Design wbseq, sky130hd; sources not shown.
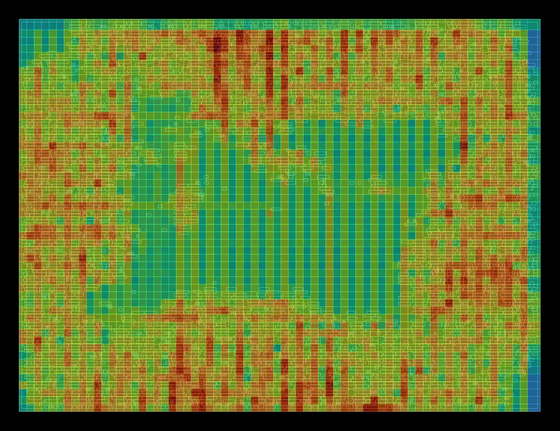
(routing congestion map)
met2 Resource Use GR: 0.284
Final Util: 0.499
busiest grt layer: met2
grt met1 use: 0.235
Total GRT Usage: 0.180

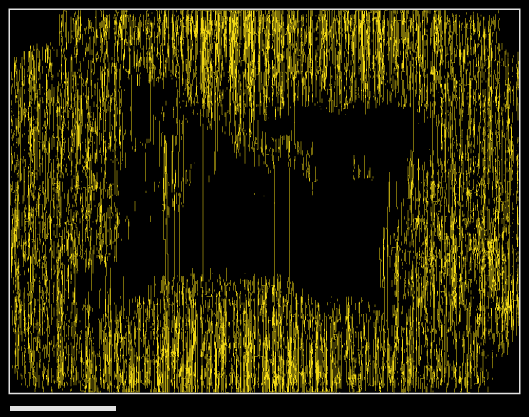
(metal 2)
Bar = 100 um.
longest straight run = 149 um
share of all routed wire = 48%
Routed WL: 159,000 um
vias: 34,367

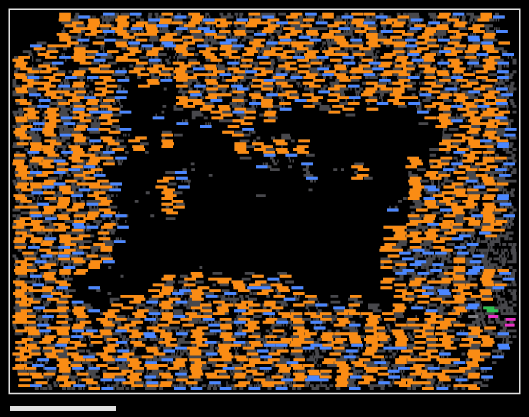
(sequential cells grouped by signal name)
Bar = 100 um. Other sequential cells in the stronger grey, the rest of the logic in the fainter grey.
orange -> `u_fifo.mem`  # placed flops 1,444, where widely spread
green -> `u_fifo.head`  # placed flops 2
blue -> `u_fifo.last`  # placed flops 358, where widely spread
magenta -> `u_fifo.count`  # placed flops 3
sequential portion of the cell area: 0.642
Seq. pwr: 2550 uW

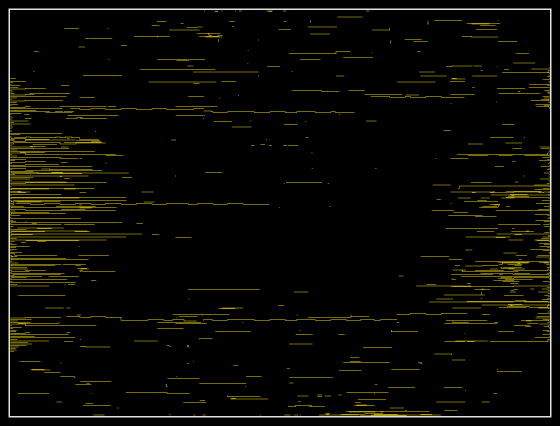
(met3 routing)
share of all routed wire = 8.1%
nets with wire on the layer = 509
longest straight run = 117 um
main direction = horizontal
wire length on this layer = 13,000 um
met3 usage: 0.0623

==> deck_impl_summary.md <==
Physical Implementation Snapshot

Floorplan
  – Row count: 131
  – Total die size: 0.174 mm2
  – Ports: 731
  – Core ar.: 0.170 mm2
  – Chip height: 362 um

Synthesis
  – AO/OA Area Share: 0.00204
  – Unique cell types: 41
  – # Cells Yosys: 3,497
  – Synthesis area per yosys: 0.0682 mm2
  – Yosys xor share: 0.00603
  – Post-synthesis cell area: 0.0682 mm2
  – Adders+Majority by Area: 0.00158
  – Post-synth top cells: 1,802 x edfxtp_1, 1,011 x nand2_1, 359 x mux4_2
  – Cell type with the largest total area: edfxtp_1
  – Syn Area/Cell: 19.5 um2
  – Number of enable flip-flop cells: 1,802
  – Async S/R FF share, synth: 0.00387
  – Yosys simple share: 0.0589
  – Mux area share: 0.124
  – Gate Count Post-Synth: 3,497
  – Main logic family: multiplexers
  – Top-area cell share: 0.793
  – Top cells, area: edfxtp_1 79%, mux4_2 12%, nand2_1 5.6%, clkbuf_1 0.52%, xnor2_1 0.41%
  – Ys Warns: 0
  – Yosys reg bits: 1,809

Global route
  – Number of global-route vias before repair: 34,902
  – Initial antenna violation count: 52
  – Largest net degree at the start of global routing: 125
  – First-pass GRT wire length: 232,000 um

Flow run
  – OpenROAD warnings: 34
  – Max-Cap Viols: 0

Power and ir drop
  – Final Total Pwr: 6720 uW
  – Sw power: 2200 uW
  – Switching Share: 0.328
  – Worst vdd ir: 72.0 uV
  – Internal: 4510 uW
  – Reg power frac: 0.380
  – Leak: 0.0280 uW
  – Power Density: 79.4 mW/mm2
  – Logic pwr share: 0.330

Layout
  – Final cell count without fillers: 6,769
  – Fraction of layout cells with a size suffix above 1: 0.165
  – Fin nets: 4,699
  – P&R area growth vs syn: 24.0%
  – Commonest Layout Cell: edfxtp_1
  – Most common logic cells in the final layout: 1,802 x edfxtp_1, 1,011 x nand2_1, 730 x clkdlybuf4s50_1
  – Final Cell Area: 0.0846 mm2
  – Max reg flops: 1,444

Clocking
  – Worst-path clk slew: 0.06 ns
  – # hold bufs at CTS: 0
  – Post-cts resize count: 0
  – Clock tree buffer depth: 3
  – Post-CTS Setup Bufs: 0
  – H-tree depth: 4
  – Num CTS Buffers: 195
  – CTS tree: yes
  – Root buffer cell: clkbuf_16

STA
  – Fmax: 0.0594 GHz
  – Least-Margin Pin Slew: 1.06 ns
  – Total negative slack: 0 ns
  – Final slew viol count: 0
  – Fin. Hold Viols: 0
  – Min Clock Period, post-route: 16.83 ns
  – Final setup margin: 19.47 ns
  – # setup viols final: 0
  – RSZ-0062 raised after global routing: no
  – Slew HR: 0.292
  – Final period utilization: 0.464
  – Hold slack: 0.560 ns

Placed design
  – Placer Congestion: 0.813
  – Placement Setup Slack: 19.52 ns
  – HPWL reported at the end of detailed placement: 96,700 um
  – Number of I/O port buffers: 730
  – Cell Area, Placed: 0.0781 mm2

Routing
  – Met3 wire len: 13,000 um
  – DRC Markers: 0
  – DR WL/cell: 23.5 um
  – Highest layer used for signal routing: met5
  – Met2 routed WL: 76,500 um
  – Avg Vias per Cell: 5.08
  – Met1 wire length: 65,000 um
  – Antenna viol nets, final: 0
  – DRT Pass-1 Iters: 5

Setup path
  – CP required: 28.99 ns
  – Critical path launch point type: input pin
  – Critical Path End Type: primary output
  – Kind of critical path: input pin to primary output
  – Delay-heaviest family, CP: buffers and inverters
  – CP Cell Sequence: clkdlybuf4s50_1 -> nor2_1 -> nand2_1 -> a2111oi_2 -> clkdlybuf4s50_1
  – Critical-path top delay cell: clkdlybuf4s50_1
  – R2R cell count: 8
  – Worst reg-to-reg setup slack: 30.58 ns
  – CP arrival: 9.52 ns
  – Slowest stage delay, CP: 0.68 ns
  – Critical path depth: 5

Hold path
  – Hold Crit Class: flop to flop
  – Hold Crit Depth: 2

Outcome
  – Outcome: finished clean
[logic make-up after synthesis]
group,after synthesis
AND-OR/OR-AND,19
XOR/XNOR,47
adder cells (fa/ha/maj),8
buffers and inverters,177
flip-flops,1809
multiplexers,383
AND/OR/NAND/NOR,1054
[final cells by class]
type	instances	area, um2
timing repair buffer	791	7790
sequential	1809	54300
clock inverter	128	1290
antenna	20	50.0
clock buffer	232	5090
inverter	17	63.8
fill	13803	85100
multi-input combinational	1511	13200
tap	2261	2830
[power groups by stage]
| stage | registers, uW | logic (uW) | clock network [uW] |
|---|---|---|---|
| floorplan | 2680 | 1220 | 0 |
| global placement | 2590 | 2240 | 0 |
| detailed placement | 2600 | 2240 | 0 |
| CTS | 2560 | 2260 | 1990 |
| global route | 2570 | 2370 | 2080 |
| finish | 2550 | 2210 | 1950 |
Power figures rest on the tool's default switching activity, not on a simulated workload.
